$ cat config.mk
export PLATFORM = sky130hd
export DESIGN_NAME = ring_peak_detector
export DESIGN_NICKNAME = d
export VERILOG_FILES = /design/src/rtl/ring_peak_pkg.sv /design/src/rtl/sync_fifo.sv /design/src/rtl/ring_peak_detector.sv
export SDC_FILE = /design/constraint.sdc
export NUM_CORES = 1
export LEC_CHECK = 0
export CORE_UTILIZATION = 35
export DETAILED_ROUTE_END_ITERATION = 10
export PLACE_DENSITY = 0.62
export SETUP_SLACK_MARGIN = 0.2
export SYNTH_ARGS = -nofsm -noshare
export SYNTH_HDL_FRONTEND = slang
export SYNTH_SLANG_ARGS = --single-unit
$ cat constraint.sdc
create_clock -name clk -period 5.78 [get_ports clk]
set_input_delay 1.156 -clock clk [delete_from_list [all_inputs] [get_ports clk]]
set_output_delay 1.156 -clock clk [all_outputs]
set_load 0.005 [all_outputs]
$ cat src/rtl/ring_peak_pkg.sv
// Shared definitions for the ring peak detector.
// Holds the default parameter values, the per-ring state enumeration and a
// constant clog2 helper used to size ports and pointers.
package ring_peak_pkg;

  localparam int DATA_W_DEFAULT        = 10;
  localparam int CH_W_DEFAULT          = 6;
  localparam int RINGS_DEFAULT         = 8;
  localparam int DEPTH_DEFAULT         = 8;
  localparam int HYST_DEFAULT          = 16;
  localparam int THRES_DEFAULT_VALUE   = 510;

  // A ring is either waiting for a crossing (ARMED) or riding above its
  // threshold until the sample drops below the hysteresis band (IN_PEAK).
  typedef enum logic {
    ARMED   = 1'b0,
    IN_PEAK = 1'b1
  } ring_state_e;

  // Ceiling log2 usable in constant expressions (parameter and port sizing).
  function automatic int clog2(input int value);
    int result;
    result = 0;
    for (int p = 1; p < value; p = p * 2) begin
      result = result + 1;
    end
    return result;
  endfunction

endpackage

$ cat src/rtl/sync_fifo.sv
// Single-clock FIFO with registered occupancy count.
// Ports:
//   clk, reset      - clock and synchronous active-high reset
//   push, wdata     - write request and data (ignored while full)
//   pop, rdata      - read request (ignored while empty) and head-of-queue data
//   full, empty     - occupancy flags derived from count
//   count           - current number of stored words
// DEPTH must be a power of two so the pointers wrap naturally.
module sync_fifo
  import ring_peak_pkg::*;
#(
  parameter int WIDTH = 16,
  parameter int DEPTH = 8,
  localparam int PTR_W = clog2(DEPTH)
) (
  input  logic             clk,
  input  logic             reset,
  input  logic             push,
  input  logic             pop,
  input  logic [WIDTH-1:0] wdata,
  output logic [WIDTH-1:0] rdata,
  output logic             full,
  output logic             empty,
  output logic [PTR_W:0]   count
);

  logic [WIDTH-1:0] mem [DEPTH];
  logic [PTR_W-1:0] wr_ptr;
  logic [PTR_W-1:0] rd_ptr;
  logic             do_push;
  logic             do_pop;

  assign full    = (count == (PTR_W+1)'(DEPTH));
  assign empty   = (count == '0);
  assign do_push = push && !full;
  assign do_pop  = pop && !empty;

  // Head of queue is read straight out of the storage array; a word written
  // at an edge only becomes visible here after that edge, so there is no
  // same-cycle bypass from wdata to rdata.
  assign rdata = mem[rd_ptr];

  // Storage array carries no reset: stale words are unreachable once the
  // pointers and count are cleared.
  always_ff @(posedge clk) begin
    if (do_push) begin
      mem[wr_ptr] <= wdata;
    end
  end

  // Pointer and occupancy bookkeeping. A simultaneous push and pop moves both
  // pointers and leaves the count where it was.
  always_ff @(posedge clk) begin
    if (reset) begin
      wr_ptr <= '0;
      rd_ptr <= '0;
      count  <= '0;
    end else begin
      if (do_push) begin
        wr_ptr <= wr_ptr + 1'b1;
      end
      if (do_pop) begin
        rd_ptr <= rd_ptr + 1'b1;
      end
      case ({do_push, do_pop})
        2'b10:   count <= count + 1'b1;
        2'b01:   count <= count - 1'b1;
        default: count <= count;
      endcase
    end
  end

endmodule

$ cat src/rtl/ring_peak_detector.sv
// Per-ring peak detector with hysteresis.
// Incoming {channel, sample} words are queued in a FIFO, then evaluated one
// per cycle against the threshold of the ring selected by the channel's top
// bits. An ARMED ring that sees a sample strictly above its threshold emits
// one event and goes IN_PEAK; it re-arms silently once a sample falls below
// threshold minus HYST (floored at zero).
// Ports:
//   clk, reset                       - clock, synchronous active-high reset
//   in_valid, in_ready, in_word      - input stream, in_word = {channel, sample}
//   cfg_we, cfg_ring, cfg_thres      - threshold write (also re-arms the ring)
//   evt_valid, evt_ready             - registered event output handshake
//   evt_ring, evt_channel, evt_value - event payload
//   fifo_count                       - current input FIFO occupancy
//   peak_count                       - saturating count of emitted events
module ring_peak_detector
  import ring_peak_pkg::*;
#(
  parameter int DATA_W        = DATA_W_DEFAULT,
  parameter int CH_W          = CH_W_DEFAULT,
  parameter int RINGS         = RINGS_DEFAULT,
  parameter int DEPTH         = DEPTH_DEFAULT,
  parameter int HYST          = HYST_DEFAULT,
  parameter int THRES_DEFAULT = THRES_DEFAULT_VALUE,
  localparam int RING_W = clog2(RINGS),
  localparam int CNT_W  = clog2(DEPTH) + 1,
  localparam int WORD_W = CH_W + DATA_W
) (
  input  logic              clk,
  input  logic              reset,
  input  logic              in_valid,
  output logic              in_ready,
  input  logic [WORD_W-1:0] in_word,
  input  logic              cfg_we,
  input  logic [RING_W-1:0] cfg_ring,
  input  logic [DATA_W-1:0] cfg_thres,
  output logic              evt_valid,
  input  logic              evt_ready,
  output logic [RING_W-1:0] evt_ring,
  output logic [CH_W-1:0]   evt_channel,
  output logic [DATA_W-1:0] evt_value,
  output logic [CNT_W-1:0]  fifo_count,
  output logic [15:0]       peak_count
);

  logic              fifo_push;
  logic              fifo_pop;
  logic              fifo_full;
  logic              fifo_empty;
  logic [WORD_W-1:0] fifo_rdata;

  logic [CH_W-1:0]   pop_channel;
  logic [DATA_W-1:0] pop_sample;
  logic [RING_W-1:0] pop_ring;

  ring_state_e       ring_state      [RINGS];
  ring_state_e       ring_state_next [RINGS];
  logic [DATA_W-1:0] thres           [RINGS];

  ring_state_e       sel_state;
  logic [DATA_W-1:0] sel_thres;
  logic [DATA_W:0]   rearm_diff;
  logic [DATA_W-1:0] rearm_level;
  logic              fire;
  logic              rearm;

  assign in_ready  = !fifo_full;
  assign fifo_push = in_valid && in_ready;

  // A word leaves the FIFO only when the event register is free or is being
  // handed off this very edge, so a stalled consumer back-pressures the queue.
  assign fifo_pop = !fifo_empty && !(evt_valid && !evt_ready);

  sync_fifo #(
    .WIDTH (WORD_W),
    .DEPTH (DEPTH)
  ) u_fifo (
    .clk   (clk),
    .reset (reset),
    .push  (fifo_push),
    .pop   (fifo_pop),
    .wdata (in_word),
    .rdata (fifo_rdata),
    .full  (fifo_full),
    .empty (fifo_empty),
    .count (fifo_count)
  );

  assign pop_channel = fifo_rdata[WORD_W-1 -: CH_W];
  assign pop_sample  = fifo_rdata[DATA_W-1:0];
  assign pop_ring    = pop_channel[CH_W-1 -: RING_W];
  assign sel_state   = ring_state[pop_ring];
  assign sel_thres   = thres[pop_ring];

  // Evaluation of the popped word. The re-arm level is formed one bit wider
  // than the sample so a threshold below HYST shows up as a borrow and clamps
  // the level to zero (no sample can then re-arm the ring).
  always_comb begin
    rearm_diff  = {1'b0, sel_thres} - (DATA_W+1)'(HYST);
    rearm_level = rearm_diff[DATA_W] ? '0 : rearm_diff[DATA_W-1:0];
    fire        = fifo_pop && (sel_state == ARMED) && (pop_sample > sel_thres);
    rearm       = fifo_pop && (sel_state == IN_PEAK) && (pop_sample < rearm_level);
  end

  // Next ring states. A config write is applied last so it always leaves its
  // ring ARMED, even when that ring fired in the same cycle.
  always_comb begin
    for (int i = 0; i < RINGS; i++) begin
      ring_state_next[i] = ring_state[i];
    end
    if (fire) begin
      ring_state_next[pop_ring] = IN_PEAK;
    end else if (rearm) begin
      ring_state_next[pop_ring] = ARMED;
    end
    if (cfg_we) begin
      ring_state_next[cfg_ring] = ARMED;
    end
  end

  // Ring state register.
  always_ff @(posedge clk) begin
    if (reset) begin
      for (int i = 0; i < RINGS; i++) begin
        ring_state[i] <= ARMED;
      end
    end else begin
      for (int i = 0; i < RINGS; i++) begin
        ring_state[i] <= ring_state_next[i];
      end
    end
  end

  // Threshold registers. Evaluation this cycle reads the pre-write value.
  always_ff @(posedge clk) begin
    if (reset) begin
      for (int i = 0; i < RINGS; i++) begin
        thres[i] <= DATA_W'(THRES_DEFAULT);
      end
    end else if (cfg_we) begin
      thres[cfg_ring] <= cfg_thres;
    end
  end

  // Event output register. A held event is released on handshake, and a new
  // one may be loaded at that same edge, giving one event per cycle.
  always_ff @(posedge clk) begin
    if (reset) begin
      evt_valid   <= 1'b0;
      evt_ring    <= '0;
      evt_channel <= '0;
      evt_value   <= '0;
    end else begin
      if (evt_valid && evt_ready) begin
        evt_valid <= 1'b0;
      end
      if (fire) begin
        evt_valid   <= 1'b1;
        evt_ring    <= pop_ring;
        evt_channel <= pop_channel;
        evt_value   <= pop_sample;
      end
    end
  end

  // Saturating event counter.
  always_ff @(posedge clk) begin
    if (reset) begin
      peak_count <= '0;
    end else if (fire && (peak_count != 16'hFFFF)) begin
      peak_count <= peak_count + 16'd1;
    end
  end

endmodule

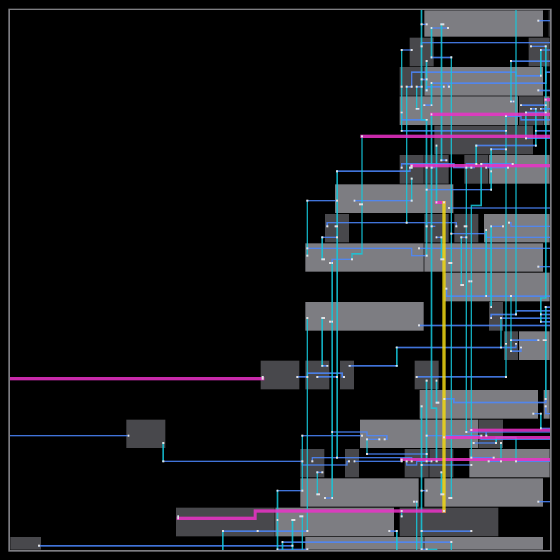
Figure 1: close-up of the layout.
Region (21, 113) to (71, 163) µm. Cells in gray, sequential cells in the stronger gray; small squares are vias.
- cyan: M2
- magenta: M3
- blue: M1
- yellow: M4
- most frequent: edfxtp_1 (16), nand2b_1 (9), or2_2 (5)
- netlist names of flops here include: `thres` (15), `u_fifo.mem` (1)
- sequential cells in the window: 16
- cells with their middle in the window: 41

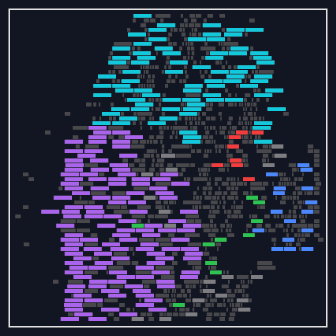
Figure 2: register map, names as in the netlist.
Other sequential cells in the stronger gray, the rest of the logic in the fainter gray.
- red: `ring_state` (sequential cells 8)
- green: `evt_value` (sequential cells 10)
- cyan: `thres` (sequential cells 80)
- blue: `peak_count` (sequential cells 16)
- purple: `u_fifo.mem` (sequential cells 128)
- not colored: 20

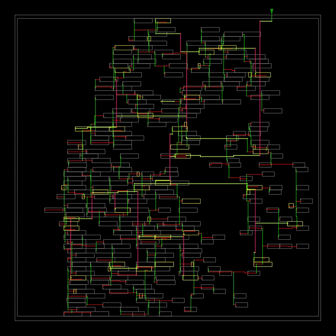
Figure 3: clock nets.
Setup Skew: 0.01154 ns
Clock group: 1810 µW

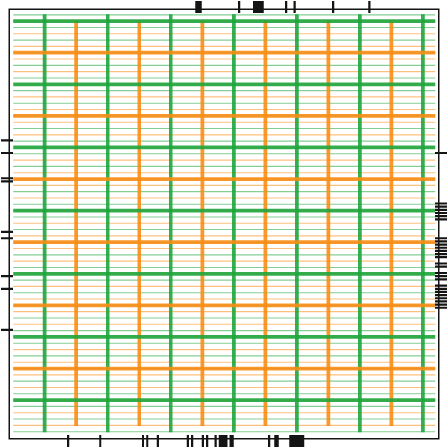
Figure 4: power grid.
Pins as bars on the die edge.
- green: VSS
- orange: VDD
- met1 rails: 67
- signal pins: 75

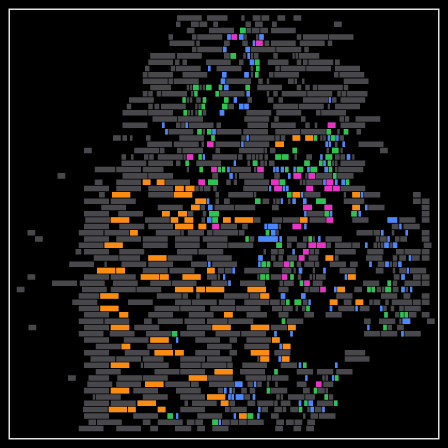
Figure 5: selected gate families.
- magenta: non-inverting ao/oa cells (cells 30; most used a21o_1)
- green: aoi and oai cells (cells 90; most used a21oi_1)
- blue: nor cells (cells 131; most used nor2_1)
- orange: mux cells (cells 72; most used mux4_2)

==> results.txt <==
fresh numbers from the pnr run: outcome=finished clean, die y size=184.3 µm, largest class=sequential cells, total power=6724 µW, Finished Core Util=0.4265, # placed instances=1382, fmax=0.1926 GHz, synthesized-area fraction occupied by adder cells=0.02968, Worst Hold Path EP=evt_value[2], final WL=27510 µm, clk cell area share=0.06736, Syn Inst Count=876, crit path to=ring_state[6], syn avg cell area=13.28 µm², setup tns final=0 ns, worst path required time=6.22 ns, combinational power=2620 µW, Log Warnings=26, CP Capture Type=flop, RSZ-0062 raised after global routing=no, placed cell area=12970 µm², xor and xnor area share after synthesis=0.01355, cell accounting for the most synthesized area=edfxtp_1, vias per inst=5.110, Top pwr grp=combinational logic, Hold Buf Count CTS=0, post-synth tally of flip-flops with integrated enable=208, final hold viol count=0, most instantiated cells after synthesis=edfxtp_1, nor2_1, nand2_1, hold_ws=0.4978 ns, PnR worst setup slack=0.5890 ns, filler instances=2898, P_int=4395 µW, critical path class=reg -> reg, sequential power=2290 µW, vias in the first global route=7101, core area=32620 µm², comb. cell area=4076 µm², CP Depth=23, Yosys warnings=0, Psw=2329 µW, #MultiIn Comb=560, first-pass GRT wire length=41810 µm
No activity file was given, so power comes from the tool's default toggle rates.
